### The metal 1 layer, run 1

Scale bar: 100 um. Supply wires on this layer in gray.
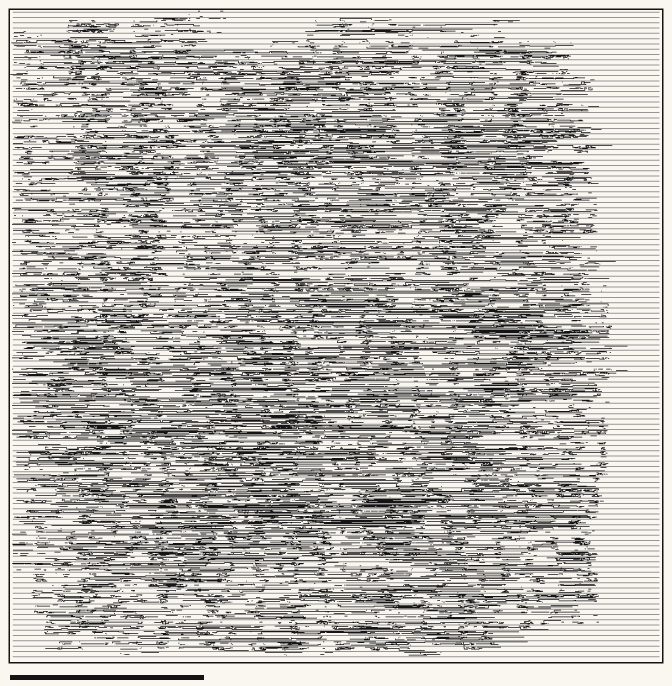
### Metal 2, run 1

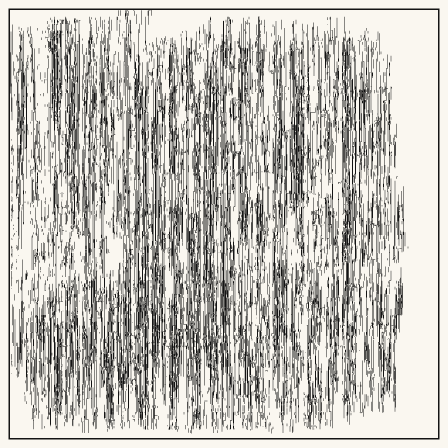
### The metal 3 layer, run 1

Scale bar: 100 um.
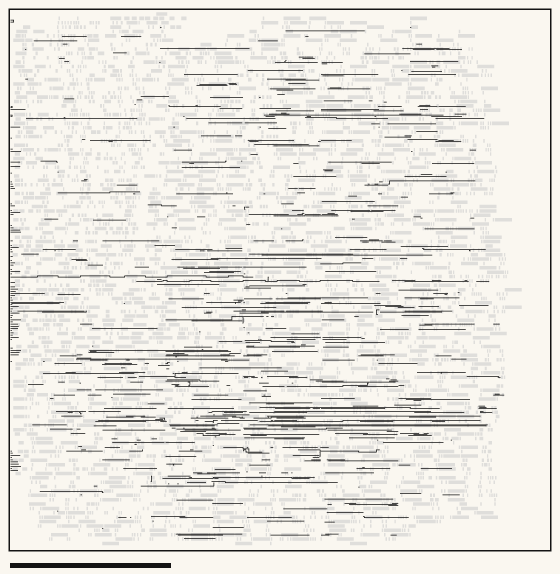
<file path="config.mk">
export PLATFORM = sky130hd
export DESIGN_NAME = instr_exec_unit
export DESIGN_NICKNAME = d
export VERILOG_FILES = /design/src/rtl/instr_exec_unit.sv
export SDC_FILE = /design/constraint.sdc
export NUM_CORES = 1
export LEC_CHECK = 0
export ABC_AREA = 1
export CAP_MARGIN = 20
export CELL_PAD_IN_SITES_DETAIL_PLACEMENT = 0
export CELL_PAD_IN_SITES_GLOBAL_PLACEMENT = 1
export CORE_MARGIN = 1
export CORE_UTILIZATION = 33
export CTS_BUF_LIST = sky130_fd_sc_hd__clkbuf_8
export DETAILED_ROUTE_END_ITERATION = 8
export HOLD_SLACK_MARGIN = 0.1
export MAX_ROUTING_LAYER = met4
export PLACE_DENSITY_LB_ADDON = 0.1
export SKIP_CTS_REPAIR_TIMING = 1
export SLEW_MARGIN = 20
export SYNTH_ARGS = -nofsm -noshare
export SYNTH_HDL_FRONTEND = slang
export SYNTH_SLANG_ARGS = --single-unit
</file>
<file path="constraint.sdc">
create_clock -name clk -period 3.95 [get_ports clk]
set_input_delay 0.79 -clock clk [delete_from_list [all_inputs] [get_ports clk]]
set_output_delay 0.79 -clock clk [all_outputs]
set_load 0.05 [all_outputs]
</file>
<file path="src/rtl/instr_exec_unit.sv">
// instr_exec_unit
//   Responder end of the instr/instr_en/done instruction handshake. It
//   captures one instruction per handshake and executes it against a
//   2**REG_AW x DATA_W register file. Results appear on data_out1..3.
//
//   Handshake: the feeder raises instr_en with instr valid. The unit captures
//   instr on the first posedge it sees instr_en high while IDLE. done then
//   stays high until the first posedge that sees instr_en low. A request held
//   high across RESP therefore executes only once.
//
// Ports
//   clk        in   1        single clock, all state on posedge
//   rst        in   1        synchronous, active-high reset
//   instr      in   INSTR_W  {opc, rs1, rs2, rd, imm}
//   instr_en   in   1        feeder request; instr valid while high
//   done       out  1        result valid; held until instr_en low
//   busy       out  1        high from capture until return to IDLE
//   data_out1  out  DATA_W   first read result
//   data_out2  out  DATA_W   second read / immediate result
//   data_out3  out  DATA_W   writeback value
module instr_exec_unit #(
  parameter int DATA_W = 16,
  parameter int REG_AW = 5,
  parameter int OPC_W  = 3,
  localparam int INSTR_W = OPC_W + 3 * REG_AW + DATA_W
) (
  input  logic               clk,
  input  logic               rst,
  input  logic [INSTR_W-1:0] instr,
  input  logic               instr_en,
  output logic               done,
  output logic               busy,
  output logic [DATA_W-1:0]  data_out1,
  output logic [DATA_W-1:0]  data_out2,
  output logic [DATA_W-1:0]  data_out3
);

  localparam int NUM_REGS = 1 << REG_AW;

  localparam logic [OPC_W-1:0] OP_LI   = 3'b000;
  localparam logic [OPC_W-1:0] OP_RD1  = 3'b001;
  localparam logic [OPC_W-1:0] OP_RD2  = 3'b010;
  localparam logic [OPC_W-1:0] OP_RDI  = 3'b011;
  localparam logic [OPC_W-1:0] OP_CMP  = 3'b100;
  localparam logic [OPC_W-1:0] OP_ADD  = 3'b101;
  localparam logic [OPC_W-1:0] OP_SUB  = 3'b110;
  localparam logic [OPC_W-1:0] OP_ADDI = 3'b111;

  typedef enum logic [1:0] {
    S_IDLE = 2'd0,
    S_READ = 2'd1,
    S_EXEC = 2'd2,
    S_RESP = 2'd3
  } state_t;

  state_t state_q, state_d;

  logic [INSTR_W-1:0] instr_q;
  logic [DATA_W-1:0]  regs [NUM_REGS];
  logic [DATA_W-1:0]  a_q, b_q, imm_q;

  logic [OPC_W-1:0]  opc;
  logic [REG_AW-1:0] rs1, rs2, rd;
  logic [DATA_W-1:0] alu_res;
  logic              wr_en;

  // Field decode of the captured instruction only; the live instr bus is
  // ignored after capture.
  assign opc = instr_q[INSTR_W-1 -: OPC_W];
  assign rs1 = instr_q[DATA_W+3*REG_AW-1 -: REG_AW];
  assign rs2 = instr_q[DATA_W+2*REG_AW-1 -: REG_AW];
  assign rd  = instr_q[DATA_W+REG_AW-1 -: REG_AW];

  // The handshake flags come straight from the state, so they cannot
  // disagree with it.
  assign busy = (state_q != S_IDLE);
  assign done = (state_q == S_RESP);

  // ---------------- FSM ----------------
  always_ff @(posedge clk) begin
    if (rst) state_q <= S_IDLE;
    else     state_q <= state_d;
  end

  always_comb begin
    state_d = state_q;
    case (state_q)
      S_IDLE: if (instr_en) state_d = S_READ;
      S_READ: state_d = S_EXEC;
      S_EXEC: state_d = S_RESP;
      S_RESP: if (!instr_en) state_d = S_IDLE;
      default: state_d = S_IDLE;
    endcase
  end

  // ---------------- ALU ----------------
  // Arithmetic wraps modulo 2**DATA_W because the result is truncated.
  always_comb begin
    alu_res = '0;
    wr_en   = 1'b0;
    case (opc)
      OP_LI:   begin alu_res = imm_q;       wr_en = 1'b1; end
      OP_CMP:  alu_res = {{(DATA_W-1){1'b0}}, (a_q == b_q)};
      OP_ADD:  begin alu_res = a_q + b_q;   wr_en = 1'b1; end
      OP_SUB:  begin alu_res = a_q - b_q;   wr_en = 1'b1; end
      OP_ADDI: begin alu_res = a_q + imm_q; wr_en = 1'b1; end
      default: begin alu_res = '0;          wr_en = 1'b0; end
    endcase
  end

  // ---------------- Datapath ----------------
  always_ff @(posedge clk) begin
    if (rst) begin
      instr_q   <= '0;
      a_q       <= '0;
      b_q       <= '0;
      imm_q     <= '0;
      data_out1 <= '0;
      data_out2 <= '0;
      data_out3 <= '0;
      for (int i = 0; i < NUM_REGS; i++) regs[i] <= '0;
    end else begin
      case (state_q)
        S_IDLE: if (instr_en) instr_q <= instr;
        S_READ: begin
          // R0 reads as zero regardless of array contents.
          a_q   <= (rs1 == '0) ? '0 : regs[rs1];
          b_q   <= (rs2 == '0) ? '0 : regs[rs2];
          imm_q <= instr_q[DATA_W-1:0];
        end
        S_EXEC: begin
          // Operands were latched in READ, so rd == rs1 uses the old value.
          if (wr_en && (rd != '0)) regs[rd] <= alu_res;
          case (opc)
            OP_LI, OP_ADD, OP_SUB, OP_ADDI: data_out3 <= alu_res;
            OP_RD1: data_out1 <= a_q;
            OP_RD2: begin
              data_out1 <= a_q;
              data_out2 <= b_q;
            end
            OP_RDI: begin
              data_out1 <= a_q;
              data_out2 <= imm_q;
            end
            OP_CMP: begin
              data_out1 <= a_q;
              data_out2 <= b_q;
              data_out3 <= alu_res;
            end
            default: ;
          endcase
        end
        default: ;
      endcase
    end
  end

endmodule

</file>
==> out/metrics.yaml, run 1 <==
synthesis:
  xor_xnor_cells_area_fraction_pct: 0.07150
  edf_count: 512
  synth-adder-area-share_pct: 1.403
  top_cell: "nand2_1"
  synth.largest_area_cell: "edfxtp_1"
  yosysSeqAreaShare_pct: 49.57
  post_synth_and_or_nand_nor_area_fraction_pct: 26.63
  ys_chip_area_sq_mm: 0.03675
clock_network:
  ctsHtreeMaxLevel: 3
  numCtsBuffers: 119
  cts_tree: "done"
  clkLatencyLatePin_ns: 0.79
  cts.sink_count: 654
  cts.reportedPaths.clkPinSlew_ns: 0.06
min_path:
  min_path_cells: 4
  hold_crit_path_type: "in -> reg"
sta:
  final_number_of_hold_violating_endpoints: 0
  final.setup.worst_slack_ns: 0.3650
  timing.setup.tns_ns: 0
  worst-slew-pin-transition_ns: 0.9628
  layout_min_cycle_time_ns: 3.585
power_and_ir_drop:
  power_frac_seq_pct: 31.3
  clock_network_power_mw: 6.63
  power_sequential_mw: 8.62
global_route:
  first_global_vias: 31410
  grt.met2_usage_pct: 43.47
  grt.overflow.total: 0
detailed_routing:
  drtIter0Drc: 3581
  drtPass1Iterations: 6
  wl_met2_mm: 70.70
  vias_per_cell: 5.166
setup_path:
  worst_ep_required_time_ns: 4.40
  crit-reg2reg-capture: "regs[8][15]$_SDFFCE_PN0P_"
  max_stage_delay_ns: 0.41
die:
  floorplan.rows: 122
final_layout:
  nFlopsAndLatches: 654
  layout_top_cell: "nand2_1"
  top_register: "regs"
  layout.cells.most_common_list: "nand2_1 (1532), nor2_1 (577), inv_1 (550)"
  top_area_cell_class: "registers"
flow_run:
  number_of_warnings_in_the_stage_logs: 35
outcome:
  status: "complete, no violations"
## Picture notes: 'The metal 1 layer'
wire length on this layer: 67.7 mm
longest straight run: 104 um
main direction: horizontal
GRT met1 Usage: 37.00%
number of vias in the routed layout: 33.28k
aggregate routed wire length: 153.5 mm

## Picture notes: 'Metal 2'
share of all routed wire: 46%
longest straight run: 153 um

## Picture notes: 'The metal 3 layer'
share of all routed wire: 6.9%
wire length on this layer: 10500 um

## Run 2: what changed since run 1
--- a/config.mk
+++ b/config.mk
@@ -10,7 +10,7 @@
 export CELL_PAD_IN_SITES_DETAIL_PLACEMENT = 0
 export CELL_PAD_IN_SITES_GLOBAL_PLACEMENT = 1
 export CORE_MARGIN = 1
-export CORE_UTILIZATION = 33
+export CORE_UTILIZATION = 48
 export CTS_BUF_LIST = sky130_fd_sc_hd__clkbuf_8
 export DETAILED_ROUTE_END_ITERATION = 8
 export HOLD_SLACK_MARGIN = 0.1
==> constraint.sdc (replaced) <==
create_clock -name clk -period 4 [get_ports clk]
set_input_delay 0.8 -clock clk [delete_from_list [all_inputs] [get_ports clk]]
set_output_delay 0.8 -clock clk [all_outputs]
set_load 0.05 [all_outputs]
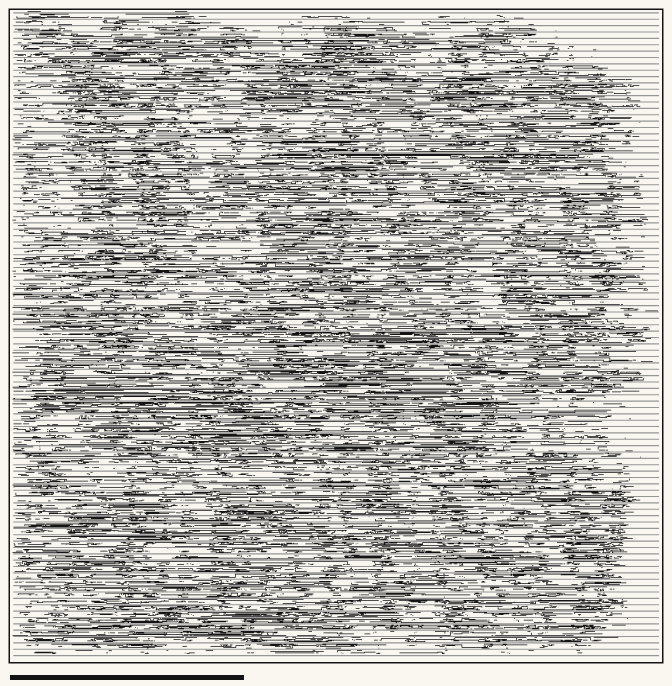
*The metal 1 layer, run 2*
Scale bar: 100 um. Supply wires on this layer in gray.
share of all routed wire: 42%
nets with wire on the layer: 4603
main direction: horizontal
wire length on this layer: 55.6 mm

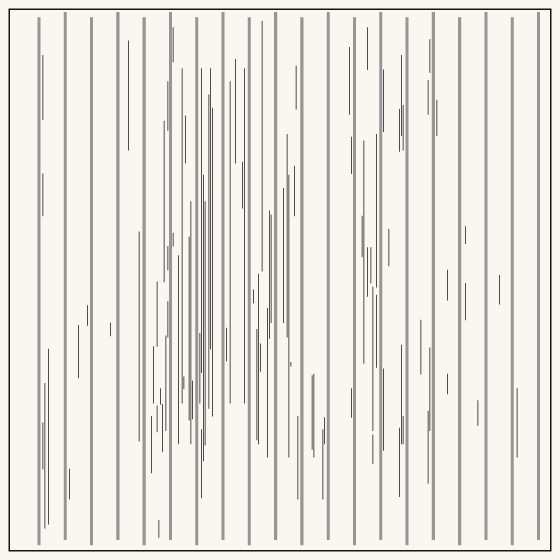
*M4 wires, run 2*
Supply wires on this layer in gray.
wire length on this layer: 4840 um
longest straight run: 173 um
main direction: vertical
nets with wire on the layer: 65
share of all routed wire: 3.6%

==> out/metrics.yaml, run 2 <==
clock_network:
  cts.sink_count: 654  # unchanged
  numCtsBuffers: 113  # -5.0%
  clkLatencyLatePin_ns: 0.74  # -0.05 ns
  cts.reportedPaths.clkPinSlew_ns: 0.07  # about the same
  ctsHtreeMaxLevel: 3  # unchanged
sta:
  timing.setup.tns_ns: 0  # unchanged
  final_number_of_hold_violating_endpoints: 0  # unchanged
  layout_min_cycle_time_ns: 3.573  # -0.01203 ns
  worst-slew-pin-transition_ns: 1.044  # +0.08142 ns
  final.setup.worst_slack_ns: 0.4270  # +0.06203 ns
power_and_ir_drop:
  p_int_mw: 13.79
  clock_network_power_mw: 5.92  # -11%
  power_sequential_mw: 8.48  # -2%
  power_frac_seq_pct: 33.0  # +1.7 points
  total_power_mw: 25.72
die:
  floorplan.rows: 101  # -17%
  placeableCoreArea_sq_mm: 0.07582
  floorplan.die.width_um: 278.7
global_route:
  first_global_vias: 30900  # -1.6%
  grt.met2_usage_pct: 52.36  # +8.9 points
  grt.overflow.total: 0  # unchanged
  met1_usage_pct: 48.29  # +11 points
synthesis:
  synth-adder-area-share_pct: 1.403  # unchanged
  top_cell: "nand2_1"
  synth.largest_area_cell: "edfxtp_1"
  edf_count: 512  # unchanged
  xor_xnor_cells_area_fraction_pct: 0.07150  # unchanged
  largest_combinational_cell_category_by_area: "simple AND/OR/NAND/NOR gates"
  yosysSeqAreaShare_pct: 49.57  # unchanged
  post_synth_and_or_nand_nor_area_fraction_pct: 26.63  # unchanged
  synthArstFlopShare_pct: 0
  yosys.area_share.aoi_pct: 12.71
  ys_chip_area_sq_mm: 0.03675  # unchanged
  post-synth-top-area-fraction_pct: 41.84
final_layout:
  nFlopsAndLatches: 654  # unchanged
  largestRegisters: "regs x512, instr_q x34"
  top_register: "regs"
  layout.cells.most_common_list: "nand2_1 (1532), nor2_1 (577), inv_1 (558)"
  layout_top_cell: "nand2_1"
  register_share_of_the_cell_area_pct: 44.72
  top_area_cell_class: "registers"
setup_path:
  regToRegStartpoint: "instr_q[33]$_SDFFE_PP0P_"
  crit-reg2reg-capture: "regs[25][11]$_SDFFCE_PN0P_"
  max_stage_delay_ns: 0.54  # +0.13 ns
  cp-start-kind: "flip-flop"
  cpMaxStageDelayCell: "nand3_2"
  worst_ep_required_time_ns: 4.49  # +0.09 ns
placement:
  placement.io_buffers: 86
  place_inst: 5693
detailed_routing:
  drtPass1Iterations: 7  # +1
  drtIter0Drc: 4337  # +21%
  dr_wl_met3_mm: 13.92
  via_count: 33380  # +0.30%
  vias_per_cell: 5.653  # +9.4%
  drt-total-wl_mm: 133.6  # -13%
min_path:
  min_path_cells: 2  # -2
  hold_crit_path_type: "reg -> reg"
flow_run:
  number_of_warnings_in_the_stage_logs: 35  # unchanged
outcome:
  status: "complete, no violations"
